File: src/rtl/reg_wb_arbiter_pkg.sv
// Shared constants and types for the register-file write-back arbiter.
package reg_wb_arbiter_pkg;

  localparam int unsigned DATA_W = 16;
  localparam int unsigned ADDR_W = 3;
  localparam int unsigned NREG   = 2 ** ADDR_W;

  typedef enum logic {
    GNT_ALU = 1'b0,
    GNT_MEM = 1'b1
  } gnt_e;

  typedef struct packed {
    logic [ADDR_W-1:0] id;
    logic [DATA_W-1:0] data;
  } wb_req_t;

endpackage

File: src/rtl/reg_wb_arbiter_rr_arb2.sv
// Two-requester round-robin arbiter; remembers the last winner so ties alternate.
module rr_arb2
  import reg_wb_arbiter_pkg::*;
(
  input  logic clk_i,
  input  logic rst_ni,
  input  logic en_i,
  input  logic req_alu_i,
  input  logic req_mem_i,
  output logic gnt_alu_c_o,
  output logic gnt_mem_c_o
);

  gnt_e last_q;
  gnt_e last_d;

  // Last-grant register; MEM after reset so the ALU wins the first tie.
  always_ff @(posedge clk_i or negedge rst_ni) begin
    if (!rst_ni) begin
      last_q <= GNT_MEM;
    end else begin
      last_q <= last_d;
    end
  end

  // Grant: a lone requester wins, a tie goes to whoever did not win last.
  always_comb begin
    gnt_alu_c_o = 1'b0;
    gnt_mem_c_o = 1'b0;
    if (en_i) begin
      if (req_alu_i && (!req_mem_i || (last_q == GNT_MEM))) begin
        gnt_alu_c_o = 1'b1;
      end else if (req_mem_i) begin
        gnt_mem_c_o = 1'b1;
      end
    end
  end

  always_comb begin
    last_d = last_q;
    if (gnt_alu_c_o) begin
      last_d = GNT_ALU;
    end else if (gnt_mem_c_o) begin
      last_d = GNT_MEM;
    end
  end

endmodule

File: src/rtl/reg_wb_arbiter.sv
// Write-back arbiter for the 8x16 register file: ALU/MEM round-robin onto the
// single write port, plus a busy scoreboard for RAW hazards and WAW claims.
module reg_wb_arbiter
  import reg_wb_arbiter_pkg::*;
(
  input  logic              CLK,
  input  logic              RST_N,
  input  logic              ALU_Valid,
  output logic              ALU_Ready,
  input  logic [ADDR_W-1:0] ALU_W_ID,
  input  logic [DATA_W-1:0] ALU_WData,
  input  logic              MEM_Valid,
  output logic              MEM_Ready,
  input  logic [ADDR_W-1:0] MEM_W_ID,
  input  logic [DATA_W-1:0] MEM_WData,
  input  logic              Claim_Valid,
  output logic              Claim_Ready,
  input  logic [ADDR_W-1:0] Claim_ID,
  input  logic [ADDR_W-1:0] RS_ID,
  input  logic [ADDR_W-1:0] RT_ID,
  output logic              Hazard,
  output logic [NREG-1:0]   Busy_Mask,
  output logic              Reg_Write,
  output logic [ADDR_W-1:0] Reg_W_ID,
  output logic [DATA_W-1:0] Reg_WData
);

  logic            live_q;
  logic            en;
  logic            gnt_alu;
  logic            gnt_mem;
  logic            xfer;
  logic            claim_ok;
  logic            wr_q,   wr_d;
  wb_req_t         wb_q,   wb_d;
  logic [NREG-1:0] busy_q, busy_d;

  // Handshakes stay closed while in reset and for the first edge after release.
  assign en = RST_N & live_q;

  always_ff @(posedge CLK or negedge RST_N) begin
    if (!RST_N) begin
      live_q <= 1'b0;
    end else begin
      live_q <= 1'b1;
    end
  end

  rr_arb2 u_arb (
    .clk_i       (CLK),
    .rst_ni      (RST_N),
    .en_i        (en),
    .req_alu_i   (ALU_Valid),
    .req_mem_i   (MEM_Valid),
    .gnt_alu_c_o (gnt_alu),
    .gnt_mem_c_o (gnt_mem)
  );

  assign xfer     = gnt_alu | gnt_mem;
  assign claim_ok = en & Claim_Valid & ~busy_q[Claim_ID];

  // Write-port capture: winner's ID/data load on transfer, otherwise hold.
  always_comb begin
    wr_d = xfer;
    wb_d = wb_q;
    if (gnt_alu) begin
      wb_d = '{id: ALU_W_ID, data: ALU_WData};
    end else if (gnt_mem) begin
      wb_d = '{id: MEM_W_ID, data: MEM_WData};
    end
  end

  // Scoreboard: clear on write first, then a same-edge claim re-sets the bit.
  always_comb begin
    busy_d = busy_q;
    if (xfer) begin
      busy_d[wb_d.id] = 1'b0;
    end
    if (claim_ok) begin
      busy_d[Claim_ID] = 1'b1;
    end
  end

  always_ff @(posedge CLK or negedge RST_N) begin
    if (!RST_N) begin
      wr_q   <= 1'b0;
      wb_q   <= '0;
      busy_q <= '0;
    end else begin
      wr_q   <= wr_d;
      wb_q   <= wb_d;
      busy_q <= busy_d;
    end
  end

  assign ALU_Ready   = gnt_alu;
  assign MEM_Ready   = gnt_mem;
  assign Claim_Ready = claim_ok;
  assign Hazard      = busy_q[RS_ID] | busy_q[RT_ID];
  assign Busy_Mask   = busy_q;
  assign Reg_Write   = wr_q;
  assign Reg_W_ID    = wb_q.id;
  assign Reg_WData   = wb_q.data;

endmodule

File: config.mk
export PLATFORM = sky130hd
export DESIGN_NAME = reg_wb_arbiter
export DESIGN_NICKNAME = d
export VERILOG_FILES = /design/src/rtl/reg_wb_arbiter_pkg.sv /design/src/rtl/reg_wb_arbiter_rr_arb2.sv /design/src/rtl/reg_wb_arbiter.sv
export SDC_FILE = /design/constraint.sdc
export NUM_CORES = 1
export LEC_CHECK = 0
export CAP_MARGIN = 5
export CORE_ASPECT_RATIO = 1.25
export CORE_MARGIN = 1
export CORE_UTILIZATION = 44
export DETAILED_ROUTE_END_ITERATION = 6
export GPL_TIMING_DRIVEN = 0
export PLACE_DENSITY = 0.95
export SLEW_MARGIN = 20
export SYNTH_ARGS = -nofsm -noshare
export SYNTH_HDL_FRONTEND = slang
export SYNTH_HIERARCHICAL = 1
export SYNTH_SLANG_ARGS = --single-unit
File: constraint.sdc
create_clock -name CLK -period 4.65 [get_ports CLK]
set_input_delay 0.93 -clock CLK [delete_from_list [all_inputs] [get_ports CLK]]
set_output_delay 0.93 -clock CLK [all_outputs]
set_load 0.005 [all_outputs]
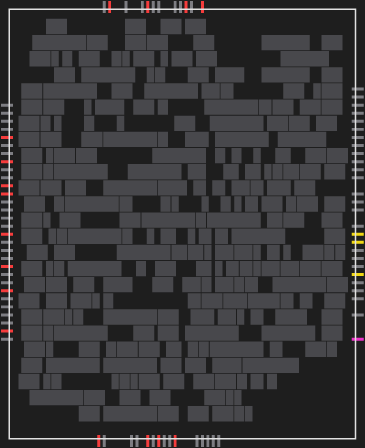
run_1/pins.png
Pins as bars across the die edge, other pins in gray.
red -> `Reg_WData`  # pins 16, direction output, edge 8 left, 4 top, 4 bottom
magenta -> `RST_N`  # pins 1, direction input, edge right
yellow -> `MEM_W_ID`  # pins 3, direction input, edge right
all pins by edge = 30 left, 27 right, 15 bottom, 12 top

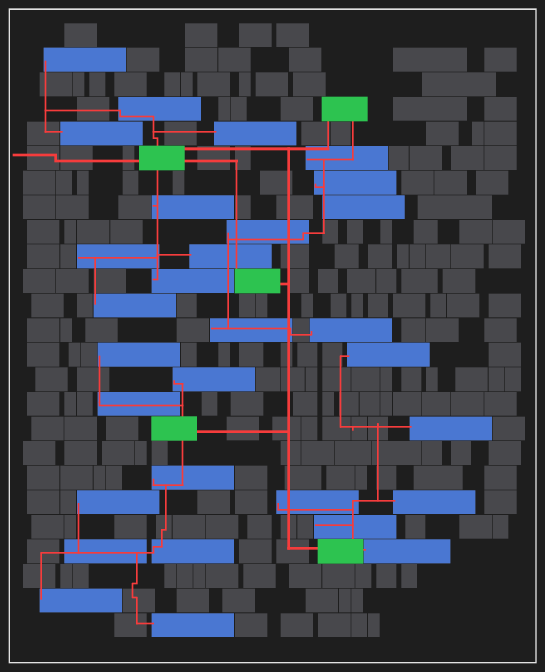
run_1/clock_map.png
green -> cells driving clock nets  # count 5
red -> clock wires  # length 377 um
blue -> flip-flops  # count 30
routed clock nets = 6
Clock power frac: 21.4%
Insertion Delay late pin: 280 ps
worst-case clock skew: 3.63 ps

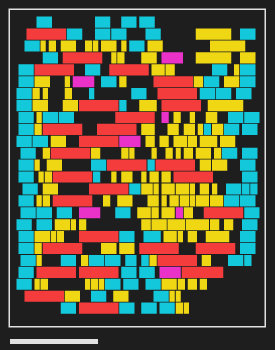
run_1/cell_classes.png
The bar under the picture is 20 um long.
cyan -> other buffers and delay cells  # cells 92
yellow -> all other logic  # cells 129
red -> flip-flops  # cells 30
magenta -> clock drivers and dummy loads  # cells 7

==> qor.log, run 1 <==
INFO  status         run_status=finished, final reports clean
INFO  synthesis      synth-cells-yosys=170
INFO  synthesis      synth-main-ff-cell=sky130_fd_sc_hd__dfrtp_1
INFO  route          detail-route-antenna-nets=0
INFO  finish         biggestCellCategory=logic gates
INFO  floorplan      chip_area=0.00419mm2
INFO  route          detail_route.wirelength.met1=1830um
INFO  grt            grt_pass1_wl=7530um
INFO  grt            groute.layer.met3.usage=6.42%
INFO  synthesis      synth_xor_xnor_area_share=0%
INFO  worst_setup_path critical_path_peak_fanout=3
INFO  worst_setup_path timing.setup.critical_path_class=in -> out
INFO  finish         post-route-cell-area=0.00268mm2
INFO  synthesis      yosysTopAreaCellShare=41.9%
INFO  grt            grt_total_usage=23.5%
INFO  clock_tree     cts_tree=built
INFO  flow_run       openroad.warnings=26
INFO  placed_design  dp.final_hpwl=3390um
INFO  grt            grt_util_met1=28.3%
INFO  finish         multi_input_comb_cells=123
INFO  grt            global_routing_s_busiest_layer=met2
INFO  finish         layout.cells.most_common=sky130_fd_sc_hd__clkdlybuf4s50_1
INFO  clock_tree     cts_num_sinks=30
INFO  floorplan      floorplan.initialDensity=45.8%
INFO  sta            worst_slack=1020ps
INFO  route          route.final.wire_length=4480um
INFO  route          detailed_route_via_count=1671
INFO  grt            vias_in_the_first_global_route=1689
INFO  clock_tree     cts-resized-gates=0
INFO  route          topRoutingLayerUsed=met4
INFO  worst_setup_path timing.reg2reg.worst_path_depth=6
INFO  route          routed-wl-met3=330um
INFO  route          routed_via_density=5.36
INFO  power          p_seq=0.000382W
INFO  finish         seqAreaFraction=28.0%
INFO  finish         area.share.combinational=33.2%
INFO  synthesis      synth_top_cell_by_area=sky130_fd_sc_hd__dfrtp_1
INFO  clock_tree     clkSlewWorstSetupHoldPaths=60ps
INFO  clock_tree     tritoncts.num_buffers=5
INFO  synthesis      register_bit_total_from_synthesis=30
INFO  floorplan      dieHeight=72.1um
INFO  worst_setup_path critPathArrivalTime=2700ps
INFO  power          total_power=0.000899W
INFO  floorplan      floorplan.tapcells=54
INFO  finish         mi_logic_area=892um2
INFO  floorplan      std_cell_rows=25
INFO  finish         clock_network_share_of_area=2.94%
INFO  synthesis      synthCells=170
INFO  finish         n_sequential_cell=30
INFO  power          netSwitchingFraction=28.7%
INFO  route          met2_wirelength=2240um
INFO  route          route.detailed.wl_per_inst=14.3um
INFO  hold_path      worstHoldPathType=reg -> reg
INFO  floorplan      ioPinCount=84
INFO  synthesis      simple_gate_share=15.5%
INFO  finish         inverters=6
INFO  flow_run       max_cap_viol_count=0
INFO  synthesis      synthesized_area_fraction_occupied_by_ao_oa_aoi_and_oai_cells=17.3%
INFO  clock_tree     hold_buffers=0
INFO  floorplan      core_ar=0.00378mm2
INFO  clock_tree     post_cts_buffers=0
INFO  finish         synthToLayoutAreaGrowth=55.0%
INFO  sta            slew-limit-headroom=53.3%
INFO  finish         drive_gt1_share=11.2%
INFO  worst_setup_path worstPathRequired=3720ps
INFO  worst_setup_path worstSetupEndpoint=Claim_Ready
INFO  synthesis      synth_area=0.00173mm2
INFO  grt            pin_count_of_the_biggest_net_entering_global_routing=34
INFO  synthesis      synth_area_in_adders=0%
INFO  power          p_int=0.000641W
INFO  sta            slew_viol_final=0
INFO  sta            timing.final.crit_period=3630ps
INFO  sta            max_clock_freq=0.276GHz
INFO  synthesis      synth.distinct_cells=42
INFO  grt            grt_antenna_before_repair=0
INFO  placed_design  detailed_place.area=0.00261mm2
INFO  route          remaining_drc_errors=0
INFO  sta            max_slew.worst_pin.slew=700ps
INFO  hold_path      worstHoldEndpoint=Reg_WData[15]
INFO  synthesis      async_reset_ff_share=100%
INFO  route          drtIter0Drc=75
INFO  grt            met2_usage_grt=39.0%
INFO  sta            final-hold-violation-count=0
INFO  clock_tree     htree_levels=2
INFO  finish         fillers=307
INFO  worst_setup_path r2r_start=u_arb/last_q
INFO  synthesis      synthesis.nets=222
INFO  finish         num-nonclk-buffers=92
INFO  sta            setup_repair_after_global_routing_missed_its_margin=false
INFO  power          comb_power_share=36.0%
INFO  placed_design  port_buffers=81
INFO  placed_design  detailedPlace.worstSlack=1040ps
INFO  sta            tns=0ps
INFO  worst_setup_path crit_start=Claim_ID[2]
INFO  power          power_combinational=0.000324W
INFO  finish         clock_buffer_count_in_the_final_layout=5
INFO  worst_setup_path crit_path_start_kind=primary input
INFO  clock_tree     clock_path_buffers=2
INFO  power          p_per_area=335mW/mm2
INFO  finish         commonest_cells_after_routing_fill_and_taps_aside=sky130_fd_sc_hd__clkdlybuf4s50_1 (80), sky130_fd_sc_hd__dfrtp_1 (29), sky130_fd_sc_hd__nand2_1 (26)
INFO  worst_setup_path critical_path.reg2reg.endpoint=Reg_WData[12]
INFO  worst_setup_path critPathCaptureType=output port
INFO  power          power_frac_seq=42.5%
INFO  synthesis      edf_count=0
INFO  power          clock_net_power=0.000193W
INFO  synthesis      netlist_logic_family_top=multiplexers
INFO  finish         finalNetCount=310
INFO  power          top_consumer=registers
INFO  finish         regArea=752um2
INFO  worst_setup_path timing.reg2reg.setup_slack=2790ps
INFO  sta            min_period_over_period=78.0%
INFO  finish         area_share_nonclk_buffers=32.4%
INFO  synthesis      area_leaders=sky130_fd_sc_hd__dfrtp_1 (42%), sky130_fd_sc_hd__mux2i_1 (13%), sky130_fd_sc_hd__o21ai_0 (5.8%), sky130_fd_sc_hd__nand2_1 (5.6%), sky130_fd_sc_hd__mux4_2 (5.2%)
INFO  clock_tree     root_buffer=sky130_fd_sc_hd__clkbuf_8
INFO  synthesis      yosysWarnings=6
[run 1: sequential cells by signal (all words and copies together), names as in the netlist]
name / cells
Reg_WData: 16
live_q: 1
Reg_W_ID: 3
Busy_Mask: 8
Reg_Write: 1
u_arb/last_q: 1
[run 1: cell usage after synthesis, types with 2 or more instances]
cell                       instances
sky130_fd_sc_hd__o22ai_1           2
sky130_fd_sc_hd__nor2b_1           2
sky130_fd_sc_hd__nand3b_1          2
sky130_fd_sc_hd__a31oi_1           3
sky130_fd_sc_hd__nand3_1           3
sky130_fd_sc_hd__nand2b_1          5
sky130_fd_sc_hd__dfrtp_1          29
sky130_fd_sc_hd__nand2_1          26
sky130_fd_sc_hd__o41ai_1           2
sky130_fd_sc_hd__mux4_2            4
sky130_fd_sc_hd__a21oi_1           3
sky130_fd_sc_hd__nor4b_1           2
sky130_fd_sc_hd__buf_2             7
sky130_fd_sc_hd__mux2i_1          22
sky130_fd_sc_hd__o221ai_2          2
sky130_fd_sc_hd__o211ai_1          2
sky130_fd_sc_hd__and3_1            2
sky130_fd_sc_hd__nor4_1            2
sky130_fd_sc_hd__a211o_1           2
sky130_fd_sc_hd__o21ai_0          20
sky130_fd_sc_hd__buf_4             2
sky130_fd_sc_hd__inv_1             6
[run 1: metrics by stage]
step | cells | utilization, % | hold WS, ps
final | 312 | 70.9 | 574
after global routing | 312 | 70.9 | 601
after CTS | 312 | 70.9 | 579
after detailed placement | 305 | 68.8 | 560
after global placement | 305 | 69.0 | 543
after floorplan | 170 | - | 519
[run 1: worst max-delay path, stage by stage]
cell and delay (ps):
sky130_fd_sc_hd__clkdlybuf4s50_1 510, sky130_fd_sc_hd__mux2_1 330, sky130_fd_sc_hd__a221o_1 290, sky130_fd_sc_hd__a21oi_1 130, sky130_fd_sc_hd__clkdlybuf4s50_1 510
run_1/final_clocks.png
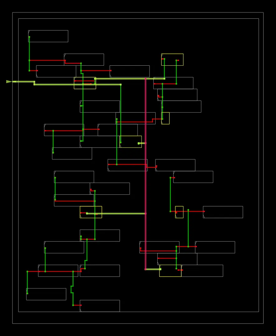

==> inputs of run 2 (changes only) <==
- CORE_UTILIZATION: 44 -> 37
- PLACE_DENSITY: 0.95 -> 0.89
- clock period: 4.65 -> 3.3 ns (I/O delays scaled with it)
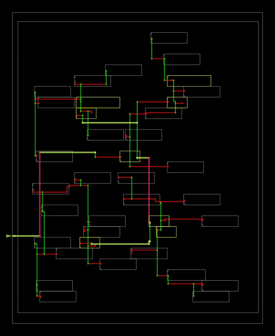
run_2/final_clocks.png
worst-case clock skew: 6.50 ps
Sinks on Clock Net: 30
Power Clock: 0.000461 W

==> qor.log, run 2 <==
INFO  status         run_status=finished, final reports clean
INFO  grt            grt_total_usage=19.7% [-3.7 points]
INFO  finish         layout.cells.most_common=sky130_fd_sc_hd__clkdlybuf4s50_1
INFO  floorplan      std_cell_rows=27 [+8.0%]
INFO  worst_setup_path timing.reg2reg.setup_slack=1440ps [-1350 ps]
INFO  synthesis      ys_sh_mux=18.6%
INFO  route          detail-route-antenna-nets=0 [unchanged]
INFO  synthesis      synth.distinct_cells=42 [unchanged]
INFO  synthesis      synth_top_cell_by_area=sky130_fd_sc_hd__dfrtp_1
INFO  clock_tree     root_buffer=sky130_fd_sc_hd__clkbuf_8
INFO  finish         commonest_cells_after_routing_fill_and_taps_aside=sky130_fd_sc_hd__clkdlybuf4s50_1 (80), sky130_fd_sc_hd__dfrtp_1 (29), sky130_fd_sc_hd__nand2_1 (26)
INFO  synthesis      synth-main-ff-cell=sky130_fd_sc_hd__dfrtp_1
INFO  clock_tree     worst_skew_pair.late_latency=280ps [about the same]
INFO  finish         largest_reg_flops=16 [unchanged]
INFO  worst_setup_path cp_cell_sequence=clkdlybuf4s50_1, mux2_1, a221o_1, a21oi_1, clkdlybuf4s50_1
INFO  synthesis      simple_gate_share=15.5% [unchanged]
INFO  synthesis      synthesis.nets=222 [unchanged]
INFO  clock_tree     clkSlewWorstSetupHoldPaths=70ps [about the same]
INFO  clock_tree     clock_path_buffers=2 [unchanged]
INFO  route          route.final.wire_length=4480um [+0.13%]
INFO  sta            slew_viol_final=0 [unchanged]
INFO  finish         finalNetCount=310 [unchanged]
INFO  synthesis      synth_area=0.00173mm2 [unchanged]
INFO  placed_design  port_buffers=81 [unchanged]
INFO  sta            max_clock_freq=0.323GHz
INFO  worst_setup_path r2r_start=live_q
INFO  worst_setup_path worstPathRequired=2640ps [-1080 ps]
INFO  synthesis      async_reset_ff_share=100% [unchanged]
INFO  synthesis      synth_area_in_adders=0% [unchanged]
INFO  power          p_seq=0.000538W [+41%]
INFO  clock_tree     htree_levels=2 [unchanged]
INFO  finish         fillers=386 [+26%]
INFO  power          netSwitchingFraction=25.4% [-3.3 points]
INFO  synthesis      netlist.top_cell.by_instances=sky130_fd_sc_hd__dfrtp_1
INFO  worst_setup_path slowest_library_cell_on_the_worst_path=sky130_fd_sc_hd__clkdlybuf4s50_1
INFO  synthesis      synth_xor_xnor_area_share=0% [unchanged]
INFO  worst_setup_path crit_path_start_kind=primary input
INFO  finish         final_design_utilization=61.7% [-9.2 points]
INFO  finish         synthToLayoutAreaGrowth=59.0%
INFO  grt            grt_pass1_wl=7600um [+0.92%]
INFO  sta            final-hold-violation-count=0 [unchanged]
INFO  floorplan      core_ar=0.00446mm2 [+18%]
INFO  sta            min_period_over_period=93.8%
INFO  worst_setup_path critical_path.top_delay_family=buffers and inverters
INFO  synthesis      synth-cells-yosys=170 [unchanged]
INFO  power          comb_power_share=31.2% [-4.8 points]
INFO  placed_design  dp.final_hpwl=3360um [-1.1%]
INFO  finish         drive_gt1_share=11.6% [+0.34 points]
INFO  route          route.detailed.wl_per_inst=14.1um [-1.4%]
INFO  sta            timing.final.crit_period=3100ps
INFO  power          clkPwrFrac=31.8% [+10 points]
INFO  sta            fin_worst_hold_slack=425ps [-149 ps]
INFO  grt            pin_count_of_the_biggest_net_entering_global_routing=34 [unchanged]
INFO  floorplan      ioPinCount=84 [unchanged]
INFO  worst_setup_path cp_peak_stage_delay=510ps [about the same]
INFO  floorplan      chipWidth=63.2um
INFO  worst_setup_path timing.reg2reg.worst_path_depth=7 [+1]
INFO  synthesis      area_leaders=sky130_fd_sc_hd__dfrtp_1 (42%), sky130_fd_sc_hd__mux2i_1 (13%), sky130_fd_sc_hd__o21ai_0 (5.8%), sky130_fd_sc_hd__nand2_1 (5.6%), sky130_fd_sc_hd__mux4_2 (5.2%)
INFO  synthesis      synth.top_cells.by_count=sky130_fd_sc_hd__dfrtp_1 (29), sky130_fd_sc_hd__nand2_1 (26), sky130_fd_sc_hd__mux2i_1 (22)
INFO  grt            vias_in_the_first_global_route=1629 [-3.6%]
INFO  synthesis      yosysWarnings=6 [unchanged]
INFO  clock_tree     tritoncts.num_buffers=5 [unchanged]
INFO  synthesis      yosysTopAreaCellShare=41.9% [unchanged]
INFO  synthesis      edf_count=0 [unchanged]
INFO  power          p_leak=1.07nW
INFO  power          power_frac_seq=37.0% [-5.5 points]
INFO  route          drtIter0Drc=170 [+130%]
INFO  floorplan      dieHeight=78.5um [+8.8%]
INFO  synthesis      netlist_logic_family_top=multiplexers
INFO  synthesis      synthesized_area_fraction_occupied_by_ao_oa_aoi_and_oai_cells=17.3% [unchanged]
INFO  power          p_per_area=528mW/mm2 [+58%]
INFO  power          power_combinational=0.000453W [+40%]
INFO  floorplan      floorplan.initialDensity=38.8% [-6.9 points]
INFO  finish         mi_logic_area=892um2 [unchanged]
INFO  route          routed_via_density=5.23 [-2.3%]
INFO  finish         regArea=752um2 [unchanged]
INFO  worst_setup_path critical_path_peak_fanout=3 [unchanged]
INFO  finish         finalNonFillerCells=317 [+1.6%]
INFO  worst_setup_path critical_path.reg2reg.endpoint=Reg_WData[12]
INFO  floorplan      chip_area=0.00496mm2 [+18%]
INFO  worst_setup_path crit_path_frequent_cell=sky130_fd_sc_hd__clkdlybuf4s50_1
INFO  worst_setup_path worst-path-stages=5 [unchanged]
INFO  synthesis      register_bit_total_from_synthesis=30 [unchanged]
INFO  sta            slew-limit-headroom=52.5% [-0.80 points]
INFO  clock_tree     hold_buffers=0 [unchanged]
INFO  grt            grt_antenna_before_repair=0 [unchanged]
INFO  clock_tree     post_cts_buffers=0 [unchanged]
INFO  sta            max_slew.worst_pin.slew=712ps [+12.1 ps]
INFO  worst_setup_path timing.setup.critical_path_class=in -> out
INFO  power          top_consumer=registers
INFO  finish         diodes=0
INFO  worst_setup_path critPathCaptureType=output port
INFO  worst_setup_path critPathBufInv=2 [unchanged]
INFO  synthesis      synthCells=170 [unchanged]
INFO  route          remaining_drc_errors=0 [unchanged]
INFO  placed_design  dp.cells=309 [+1.3%]
INFO  worst_setup_path critPathArrivalTime=2440ps [-260 ps]
INFO  clock_tree     cts-resized-gates=0 [unchanged]
INFO  flow_run       openroad.warnings=26 [unchanged]
INFO  sta            setup_repair_after_global_routing_missed_its_margin=false
INFO  clock_tree     cts_tree=built
INFO  hold_path      worstHoldPathType=in -> async
INFO  route          detailed_route_via_count=1658 [-0.78%]
INFO  power          p_int=0.00108W [+69%]
INFO  flow_run       max_cap_viol_count=0 [unchanged]
## run 2: cell counts after synthesis
Identical to the previous run, type by type.
## run 2: layout make-up
cell class	count	share of cell area, %
multi-input cells	123	32.4
repair buffers	81	29.3
flip-flops and latches	30	27.3
clock buffers	6	3.00
well taps	58	2.64
plain buffers	11	2.36
clock inverters	2	2.18
inverters	6	0.818
## run 2: metal layers
layer / vias to the layer above / global-route usage, % / part of all wire, %
met3: 4 / 6.10 / 7.7
met5: - / 0 / 0
met4: 0 / 6.14 / 0.83
met2: 79 / 34.7 / 51
met1: 776 / 22.6 / 41
li1: 799 / - / -
## run 2: per-stage QoR
stage | setup TNS (ps) | setup WS (ps) | power [W] | cell area, um2
floorplan | 0 | 1260 | 0.000704 | 1730
global placement | -13090 | -722 | 0.000987 | 2620
detailed placement | 0 | 203 | 0.000998 | 2610
CTS | 0 | 196 | 0.00147 | 2750
global route | 0 | 56.6 | 0.00154 | 2750
finish | 0 | 205 | 0.00145 | 2750
## run 2: cell families (layout without fill, tap and decap cells)
| group | Yosys count | count (layout) |
|---|---|---|
| buffers and inverters | 17 | 106 |
| multiplexers | 27 | 27 |
| AND/OR/NAND/NOR | 51 | 51 |
| other | 1 | 1 |
| AND-OR/OR-AND | 44 | 44 |
| flip-flops | 30 | 30 |
## run 2: how the worst max path moves through the flow
stage | start | end | slack (ps)
2_1_floorplan | Claim_ID[2] | Claim_Ready | 1260
3_3_place_gp | RST_N | ALU_Ready | -720
3_5_place_dp | Claim_ID[2] | Claim_Ready | 200
4_1_cts | Claim_ID[2] | Claim_Ready | 200
5_1_grt | RST_N | ALU_Ready | 60
6_report | Claim_ID[2] | Claim_Ready | 200
run_2/cell_classes.png
The bar under the picture is 20 um long.
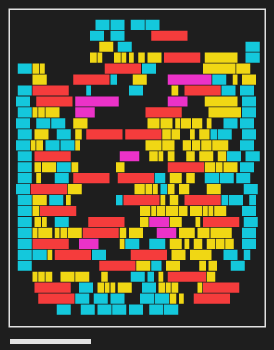

==> inputs of run 3 (changes only) <==
- CAP_MARGIN: 5 -> 20
- CORE_UTILIZATION: 37 -> 41
- PLACE_DENSITY: 0.89 -> 0.93
- clock period: 3.3 -> 3.2 ns (I/O delays scaled with it)
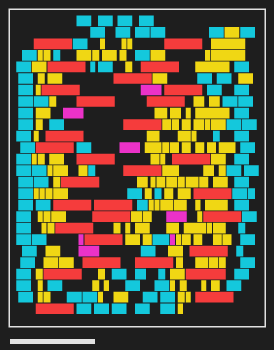
run_3/cell_classes.png
The bar under the picture is 20 um long.
cyan -> other buffers and delay cells  # cells 92
yellow -> all other logic  # cells 129
red -> flip-flops  # cells 30
magenta -> clock drivers and dummy loads  # cells 7
number of core rows: 26
final design utilization: 66.0%

==> qor.log, run 3 <==
INFO  status         run_status=finished, final reports clean
INFO  sta            final-hold-violation-count=0 [unchanged]
INFO  synthesis      synthesis.nets=222 [unchanged]
INFO  clock_tree     clkSlewWorstSetupHoldPaths=60ps [about the same]
INFO  synthesis      synth.top_cells.by_count=sky130_fd_sc_hd__dfrtp_1 (29), sky130_fd_sc_hd__nand2_1 (26), sky130_fd_sc_hd__mux2i_1 (22)
INFO  route          detailed_route_via_count=1673 [+0.90%]
INFO  flow_run       openroad.warnings=26 [unchanged]
INFO  hold_path      worstHoldPathType=in -> async
INFO  worst_setup_path crit_path_frequent_cell=sky130_fd_sc_hd__clkdlybuf4s50_1
INFO  route          dr.pass1.iters=4
INFO  synthesis      yosysTopAreaCellShare=41.9% [unchanged]
INFO  worst_setup_path cp_peak_stage_delay=510ps [about the same]
INFO  floorplan      core_ar=0.00407mm2 [-8.8%]
INFO  synthesis      synth_top_cell_by_area=sky130_fd_sc_hd__dfrtp_1
INFO  sta            max_clock_freq=0.329GHz
INFO  power          comb_power_share=36.2% [+5.0 points]
INFO  power          power.ir.vdd_worst=0.259mV
INFO  sta            timing.final.crit_period=3040ps
INFO  power          switching_power=0.000370W
INFO  grt            grt_total_usage=23.1% [+3.3 points]
INFO  floorplan      chip_area=0.00449mm2 [-9.5%]
INFO  power          total_power=0.00131W [-10%]
INFO  floorplan      floorplan.initialDensity=42.6% [+3.8 points]
INFO  power          clkPwrFrac=21.1% [-11 points]
INFO  sta            setup_repair_after_global_routing_missed_its_margin=false
INFO  placed_design  detailed_place.area=0.00261mm2 [about the same]
INFO  power          p_int=0.000935W [-14%]
INFO  worst_setup_path crit_path_start_kind=primary input
INFO  finish         drive_gt1_share=10.5% [-1.1 points]
INFO  worst_setup_path critical_path_peak_fanout=3 [unchanged]
INFO  flow_run       max_cap_viol_count=0 [unchanged]
INFO  synthesis      synth.distinct_cells=42 [unchanged]
INFO  clock_tree     htree_levels=2 [unchanged]
INFO  synthesis      seq_area_frac_synth=43.4%
INFO  floorplan      dieHeight=74.7um [-4.9%]
INFO  worst_setup_path slowest_library_cell_on_the_worst_path=sky130_fd_sc_hd__clkdlybuf4s50_1
INFO  synthesis      synthCells=170 [unchanged]
INFO  clock_tree     post_cts_buffers=0 [unchanged]
INFO  sta            fin_worst_hold_slack=402ps [-22.7 ps]
INFO  placed_design  place.gp.congestion=0.799
INFO  worst_setup_path timing.reg2reg.worst_path_depth=7 [unchanged]
INFO  route          route.final.wire_length=4640um [+3.5%]
INFO  clock_tree     tritoncts.num_buffers=5 [unchanged]
INFO  synthesis      synth-main-ff-cell=sky130_fd_sc_hd__dfrtp_1
INFO  finish         commonest_cells_after_routing_fill_and_taps_aside=sky130_fd_sc_hd__clkdlybuf4s50_1 (80), sky130_fd_sc_hd__dfrtp_1 (29), sky130_fd_sc_hd__nand2_1 (26)
INFO  finish         synthToLayoutAreaGrowth=55.0%
INFO  sta            tns=0ps [unchanged]
INFO  route          remaining_drc_errors=0 [unchanged]
INFO  sta            max_slew.worst_pin.slew=689ps [-22.8 ps]
INFO  floorplan      ioPinCount=84 [unchanged]
INFO  clock_tree     root_buffer=sky130_fd_sc_hd__clkbuf_8
INFO  worst_setup_path critical_path.top_delay_family=buffers and inverters
INFO  power          p_per_area=486mW/mm2 [-7.8%]
INFO  worst_setup_path critical_path.reg2reg.endpoint=Reg_WData[10]
INFO  clock_tree     cts_tree=built
INFO  synthesis      edf_count=0 [unchanged]
INFO  worst_setup_path timing.reg2reg.setup_slack=1320ps [-120 ps]
INFO  worst_setup_path timing.setup.critical_path_class=in -> out
INFO  worst_setup_path critPathCaptureType=output port
INFO  power          p_leak=1.04nW [-3.1%]
INFO  finish         layout.cells.most_common=sky130_fd_sc_hd__clkdlybuf4s50_1
INFO  grt            grt_pass1_wl=7710um [+1.5%]
INFO  synthesis      synthesis.area_per_instance=10.2um2
INFO  finish         diodes=0 [unchanged]
INFO  synthesis      synth-cells-yosys=170 [unchanged]
INFO  sta            number_of_endpoints_failing_setup_at_the_final_stage=0
INFO  grt            pin_count_of_the_biggest_net_entering_global_routing=34 [unchanged]
INFO  finish         finalNetCount=310 [unchanged]
INFO  clock_tree     cts-resized-gates=0 [unchanged]
INFO  clock_tree     worst_skew_pair.late_latency=280ps [about the same]
INFO  grt            vias_in_the_first_global_route=1710 [+5.0%]
INFO  sta            fin_worst_skew=3.86ps [-2.64 ps]
INFO  synthesis      area_leaders=sky130_fd_sc_hd__dfrtp_1 (42%), sky130_fd_sc_hd__mux2i_1 (13%), sky130_fd_sc_hd__o21ai_0 (5.8%), sky130_fd_sc_hd__nand2_1 (5.6%), sky130_fd_sc_hd__mux4_2 (5.2%)
INFO  grt            grt_antenna_before_repair=0 [unchanged]
INFO  sta            min_period_over_period=95.0%
INFO  synthesis      synth_area=0.00173mm2 [unchanged]
INFO  route          detail-route-antenna-nets=0 [unchanged]
INFO  synthesis      netlist.top_cell.by_instances=sky130_fd_sc_hd__dfrtp_1
INFO  finish         post-route-cell-area=0.00268mm2 [-2.5%]
INFO  worst_setup_path critPathBufInv=2 [unchanged]
INFO  synthesis      async_reset_ff_share=100% [unchanged]
INFO  clock_tree     hold_buffers=0 [unchanged]
INFO  worst_setup_path cp_cell_sequence=clkdlybuf4s50_1, mux2_1, a221o_1, a21oi_1, clkdlybuf4s50_1
INFO  grt            grt_remaining_overflow=0
INFO  finish         largest_reg_flops=16 [unchanged]
INFO  route          route.detailed.wl_per_inst=14.8um [+4.4%]
INFO  synthesis      register_bit_total_from_synthesis=30 [unchanged]
INFO  sta            slew_viol_final=0 [unchanged]
INFO  worst_setup_path r2r_start=live_q
INFO  floorplan      chipWidth=60.1um [-4.9%]
INFO  power          power_frac_seq=42.7% [+5.7 points]
INFO  placed_design  port_buffers=81 [unchanged]
INFO  synthesis      yosysWarnings=6 [unchanged]
INFO  placed_design  dp.final_hpwl=3560um [+6.0%]
INFO  worst_setup_path worstPathRequired=2560ps [-80 ps]
INFO  clock_tree     cts_num_sinks=30 [unchanged]
INFO  synthesis      ys_chip_area=0.00173mm2
INFO  sta            slew-limit-headroom=54.1% [+1.5 points]
INFO  worst_setup_path critPathArrivalTime=2400ps [-40 ps]
INFO  power          netSwitchingFraction=28.4% [+3.0 points]
INFO  route          routed_via_density=5.33 [+1.9%]
INFO  clock_tree     clock_path_buffers=2 [unchanged]
INFO  route          drtIter0Drc=102 [-40%]
run 3: cell counts after synthesis:
Identical to the previous run, type by type.
run 3: how the worst max path moves through the flow:
| stage | to | slack, ps | startpoint | cells after the start |
|---|---|---|---|---|
| 2_1_floorplan | Claim_Ready | 1200 | Claim_ID[2] | 3 |
| 3_3_place_gp | ALU_Ready | -730 | RST_N | 5 |
| 3_5_place_dp | Claim_Ready | 170 | Claim_ID[2] | 5 |
| 4_1_cts | Claim_Ready | 160 | Claim_ID[2] | 5 |
| 5_1_grt | ALU_Ready | 20 | RST_N | 5 |
| 6_report | Claim_Ready | 160 | Claim_ID[2] | 5 |
run 3: cell families after synthesis:
group / Yosys count / synth area share, %
other cells: 1 / 0.217
compound gates: 44 / 17.3
flops: 30 / 43.4
buf+inv: 17 / 5.06
simple gates: 51 / 15.5
mux: 27 / 18.6
run 3: metrics by stage:
stage	worst slack [ps]	cells
detailed placement	170	307
global route	21.7	314
global placement	-730	307
CTS	162	314
floorplan	1200	170
finish	160	314
run 3: metal layers:
metal,GRT usage (%),vias to the layer above,part of all wire [%]
li1,-,793,-
met1,26.8,791,41
met2,40.3,84,52
met3,5.15,5,6.6
met4,9.82,0,1.0
met5,0,-,0
run 3: area by class of cell:
class	count	area, um2
plain buffers	11	65.1
clock buffers	7	76.3
fillers	345	1380
inverters	6	22.5
multi-input cells	123	892
flip-flops and latches	30	752
well taps	56	70.1
repair buffers	81	806
run 3: power groups by stage:
stage / combinational [W] / clock [W] / sequential [W]
5_1_grt: 0.000519 / 0.000306 / 0.000572
4_1_cts: 0.000478 / 0.000288 / 0.000556
3_3_place_gp: 0.000460 / 0 / 0.000556
3_5_place_dp: 0.000478 / 0 / 0.000559
6_report: 0.000472 / 0.000276 / 0.000557
2_1_floorplan: 0.000176 / 0 / 0.000549
Power and IR drop assume default switching activity.
